===== config.mk =====
export PLATFORM = sky130hd
export DESIGN_NAME = lc3_mem_ctrl
export DESIGN_NICKNAME = d
export VERILOG_FILES = /design/src/rtl/lc3_mem_ctrl.sv
export SDC_FILE = /design/constraint.sdc
export NUM_CORES = 1
export LEC_CHECK = 0
export CORE_ASPECT_RATIO = 0.9
export CORE_MARGIN = 2
export CORE_UTILIZATION = 42
export CTS_CLUSTER_DIAMETER = 100
export CTS_CLUSTER_SIZE = 24
export DETAILED_ROUTE_END_ITERATION = 16
export HOLD_SLACK_MARGIN = 0.12
export PLACE_DENSITY = 0.86
export SYNTH_ARGS = -nofsm -noshare
export SYNTH_HDL_FRONTEND = slang
export SYNTH_SLANG_ARGS = --single-unit

===== constraint.sdc =====
create_clock -name clk -period 2.8 [get_ports clk]
set_input_delay 0.28 -clock clk [delete_from_list [all_inputs] [get_ports clk]]
set_output_delay 0.28 -clock clk [all_outputs]
set_load 0.02 [all_outputs]

===== src/rtl/lc3_mem_ctrl.sv =====
`default_nettype none
// lc3_mem_ctrl: owns MAR/MDR and runs the main-memory re/we + ready_bit handshake.
// Rev 1.0
module lc3_mem_ctrl #(
  parameter int ADDR_W  = 7,
  parameter int DATA_W  = 16,
  parameter int TIMEOUT = 15
) (
  input  logic              clk,
  input  logic              rst,
  input  logic [DATA_W-1:0] i_bus_in,
  input  logic              i_ld_mar,
  input  logic              i_ld_mdr,
  input  logic              i_mio_en,
  input  logic              i_r_w,
  output logic [ADDR_W-1:0] o_mar_q,
  output logic [DATA_W-1:0] o_mdr_q,
  output logic              o_mem_r,
  output logic              o_busy,
  output logic              o_err,
  output logic              o_mem_we,
  output logic              o_mem_re,
  output logic [ADDR_W-1:0] o_mem_raddr,
  output logic [ADDR_W-1:0] o_mem_waddr,
  output logic [DATA_W-1:0] o_mem_d,
  input  logic [DATA_W-1:0] i_mem_dout,
  input  logic              i_mem_ready
);

  localparam int               CNT_W     = $clog2(TIMEOUT + 1);
  localparam logic [CNT_W:0]   c_TIMEOUT = (CNT_W + 1)'(TIMEOUT);

  typedef enum logic [1:0] {
    ST_IDLE  = 2'd0,
    ST_RD    = 2'd1,
    ST_WR    = 2'd2,
    ST_DRAIN = 2'd3
  } state_t;

  state_t            r_state;
  state_t            w_state_nxt;
  logic [CNT_W-1:0]  r_cnt;
  logic [CNT_W:0]    w_cnt_inc;
  logic [ADDR_W-1:0] r_mar;
  logic [DATA_W-1:0] r_mdr;
  logic              r_mem_r;
  logic              r_err;
  logic              w_launch;
  logic              w_done;
  logic              w_timeout;

  // Abort on the edge where the busy-cycle count reaches TIMEOUT.
  assign w_cnt_inc = {1'b0, r_cnt} + (CNT_W + 1)'(1);
  assign w_timeout = (r_state != ST_IDLE) && (w_cnt_inc == c_TIMEOUT);

  always_comb begin
    w_state_nxt = r_state;
    w_launch    = 1'b0;
    w_done      = 1'b0;
    case (r_state)
      ST_IDLE: begin
        if (i_mio_en) begin
          w_launch    = 1'b1;
          w_state_nxt = i_r_w ? ST_WR : ST_RD;
        end
      end
      ST_RD, ST_WR: begin
        if (w_timeout) begin
          w_state_nxt = ST_IDLE;
        end else if (i_mem_ready) begin
          w_done      = 1'b1;
          w_state_nxt = ST_DRAIN;
        end
      end
      ST_DRAIN: begin
        // Wait out the memory's lingering ready so it cannot finish the next access.
        if (w_timeout || !i_mem_ready) begin
          w_state_nxt = ST_IDLE;
        end
      end
      default: w_state_nxt = ST_IDLE;
    endcase
  end

  always_ff @(posedge clk or posedge rst) begin
    if (rst) begin
      r_state <= ST_IDLE;
      r_cnt   <= '0;
      r_mar   <= '0;
      r_mdr   <= '0;
      r_mem_r <= 1'b0;
      r_err   <= 1'b0;
    end else begin
      r_state <= w_state_nxt;
      r_mem_r <= w_done;
      if (w_timeout) begin
        r_err <= 1'b1;
      end
      if (w_launch) begin
        r_cnt <= '0;
      end else if ((r_state != ST_IDLE) && ({1'b0, r_cnt} != c_TIMEOUT)) begin
        r_cnt <= w_cnt_inc[CNT_W-1:0];
      end
      if ((r_state == ST_IDLE) && i_ld_mar) begin
        r_mar <= i_bus_in[ADDR_W-1:0];
      end
      if ((r_state == ST_IDLE) && i_ld_mdr) begin
        r_mdr <= i_bus_in;
      end else if ((r_state == ST_RD) && w_done) begin
        r_mdr <= i_mem_dout;
      end
    end
  end

  assign o_mar_q     = r_mar;
  assign o_mdr_q     = r_mdr;
  assign o_mem_r     = r_mem_r;
  assign o_busy      = (r_state != ST_IDLE);
  assign o_err       = r_err;
  assign o_mem_re    = (r_state == ST_RD);
  assign o_mem_we    = (r_state == ST_WR);
  assign o_mem_raddr = r_mar;
  assign o_mem_waddr = r_mar;
  assign o_mem_d     = r_mdr;

endmodule
`default_nettype wire


Fig. 1: wiring by layer
(4 px per um)
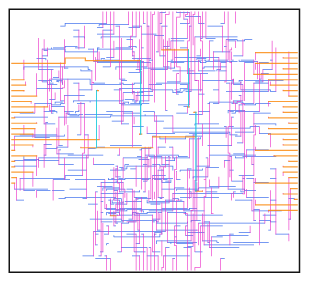
| color | layer | wire length |
|---|---|---|
| magenta | M2 | 1880 um |
| orange | M3 | 333 um |
| blue | M1 | 1680 um |
| cyan | M4 | 66.6 um |
drt wl/cell: 13.62 um
final wirelength: 3.951 mm
vias post-DR: 1431
gr usage total: 16.88%

Fig. 2: sequential cells colored by netlist name
(4 px per um)
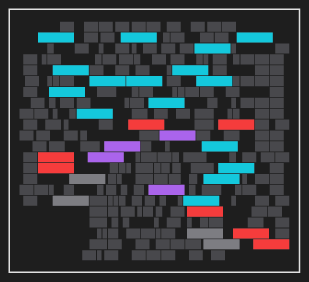
| color | netlist name | placed flops |
|---|---|---|
| red | o_mar_q | 7 |
| purple | r_cnt | 4 |
| cyan | o_mdr_q | 16 |
not colored: 4
Seq/total area: 29.43%
final core utilization: 65.15%
Flop+latch power: 0.000883 W
Reg area: 775.7 um^2

Fig. 3: pin map
(4 px per um) Pins as bars across the die edge, other pins in gray.
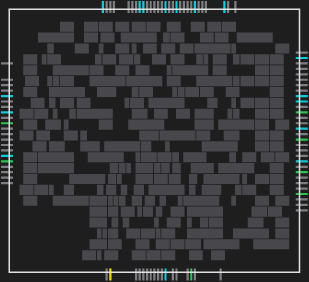
| color | port | pins | direction | edge |
|---|---|---|---|---|
| yellow | o_busy | 1 | output | south |
| cyan | o_mdr_q | 16 | output | 7 north, 5 east, 3 west, 1 south |
| green | o_mem_waddr | 7 | output | 4 east, 2 west, 1 south |
DIE HEIGHT: 65.38 um
die width: 72.20 um
input/output buffers: 96

Fig. 4: wires at chosen ports, followed through buffers
(4 px per um)
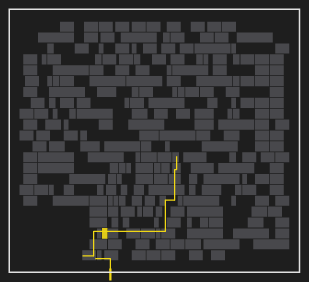
| color | port | bits | direction | end cells | buffers | wire |
|---|---|---|---|---|---|---|
| yellow | o_busy | 1 | output | 1 | 1 | 54.9 um |
I/O Pins: 97

-- power by group through the flow --
stage	registers, W	clock network, W	logic [W]
global route	0.000924	0.000372	0.00226
detailed placement	0.000891	0	0.00214
finish	0.000883	0.000342	0.00212
global placement	0.000879	0	0.00210
CTS	0.000888	0.000355	0.00214
floorplan	0.00107	0	0.00125
-- synth_stat cells, types with 3 or more instances --
master    instances
a211oi_1          3
a21oi_1          19
buf_4            30
clkbuf_1          4
dfrtp_1          31
ha_1              6
inv_1             6
mux2_2            7
mux2i_1          17
nand2_1           5
nand3_1           3
nor2_1           19
o21ai_0           4
-- tightest hold or removal path, stage by stage --
cell and delay (ns):
clkdlybuf4s50_1 0.40, inv_1 0.05, buf_4 0.35
-- through the flow --
stage,utilization (%),worst slack (ns),total power [W],hold slack (ns)
global route,65.15,0.5900,0.003560,0.4496
detailed placement,62.99,0.7114,0.003027,0.4678
floorplan,-,0.9164,0.002319,0.3755
global placement,62.99,0.7677,0.002976,0.4608
finish,65.15,0.7347,0.003350,0.3894
CTS,65.15,0.7129,0.003385,0.4028
-- sequential cells by signal (all words and copies together), names as in the netlist --
name and flops:
o_err 1, o_mar_q 7, o_mdr_q 16, o_mem_r 1, r_cnt 4, r_state 2
-- layout make-up --
type | count | area (um^2) | share of cell area (%)
clock buffer | 6 | 82.58 | 3.132
inverter | 6 | 22.52 | 0.8543
clock inverter | 1 | 5.005 | 0.1898
timing repair buffer | 100 | 991.0 | 37.59
multi-input combinational | 98 | 699.4 | 26.53
tap | 48 | 60.06 | 2.278
sequential | 31 | 775.7 | 29.43
-- cell families after synthesis --
group | share of synthesized area (%)
AND/OR/NAND/NOR | 9.040
XOR/XNOR | 1.424
adder cells (fa/ha/maj) | 4.270
flip-flops | 44.13
buffers and inverters | 16.09
AND-OR/OR-AND | 10.89
multiplexers | 14.16
-- layer usage --
layer,share of wire [%],track usage [%]
met2,48,28.44
met1,42,20.06
met5,0,0
met3,8.4,5.368
met4,1.7,6.368
-- worst max path at each step --
stage,cells past startpoint,end
finish,7,o_mdr_q[13]
global route,7,o_mdr_q[14]
floorplan,8,o_mdr_q[10]
global placement,7,o_mdr_q[1]
CTS,7,o_mdr_q[13]
detailed placement,7,o_mdr_q[13]
-- cells in the final DEF (no fill, tap or decap) --
cell type,n
a21oi_1,19
buf_4,4
and3_1,1
clkinv_2,1
and2_1,1
a21oi_4,1
nand2b_1,1
clkdlybuf4s50_1,96
clkbuf_8,6
ha_1,6
a32o_1,1
mux2_2,7
xor2_1,1
nand3_1,3
and3_4,1
xor2_2,1
a211oi_1,3
mux2i_1,17
o211ai_1,1
a31oi_1,1
or2_2,1
nor2_1,19
o21ai_0,4
dfrtp_1,31
o22ai_1,1
inv_1,6
nand3b_1,1
nand2_1,5
nor4bb_1,1
o21a_1,1
==> out/qor.yml <==
cts:
  cts_root_buf: "clkbuf_8"
  htreeDepth: 2
  cts_resized: 0
  cts_buffer_depth: 2
  clk_pin_slew_ns: 0.06
  cts_hold_buf: 0
  clk_latency_ns: 0.28
  cts_tree: "done"
pwr:
  switching_share_pct: 42.42
  p_int_w: 0.001929
  seq_power_share_pct: 26.4
  power_switching_w: 0.001421
  leakage_nw: 1.081
  irDropWorstVdd_uv: 594.8
  p_per_area_mw_per_mm2: 1271
floorplanning:
  initCoreUtil_pct: 43.44
  num_rows: 22
  dieArea_mm2: 0.004720
critical_path:
  r2r-start: "r_cnt[0]"
  critPathRequiredTime_ns: 2.94
  r2r_end: "o_mdr_q[13]"
  critPathBufInv: 1
  reg2regPathDepth: 7
  rrSetupSlack_ns: 0.73
yosys:
  netlist.area_leader.share_pct: 44.13
  synth-edff-count: 0
  synthDistinctLibCells: 29
  ys_seq_share_pct: 44.13
  syn_area_mm2: 0.001758
  synth_cells: 170
  synthFlopType: "dfrtp_1"
place:
  placed_area_mm2: 0.002549
timing:
  max_slew_margin_pct: 73.49
  timing.fmax_ghz: 0.4842
  rsz0062_at_grt: "no"
  post-route-min-period_ns: 2.065
  timing.final.crit_share_pct: 73.76
flow_run:
  warning_count: 30
  cap_violations: 0
final_layout:
  fill_cells: 355
  nNetsFinal: 287
  antenna_cells: 0
global_routing:
  grt_pass1_wl_mm: 6.147
routing:
  viasPerCell: 4.934
  detail-route-antenna-nets: 0
outcome:
  outcome: "completed"
Power and IR drop assume default switching activity.
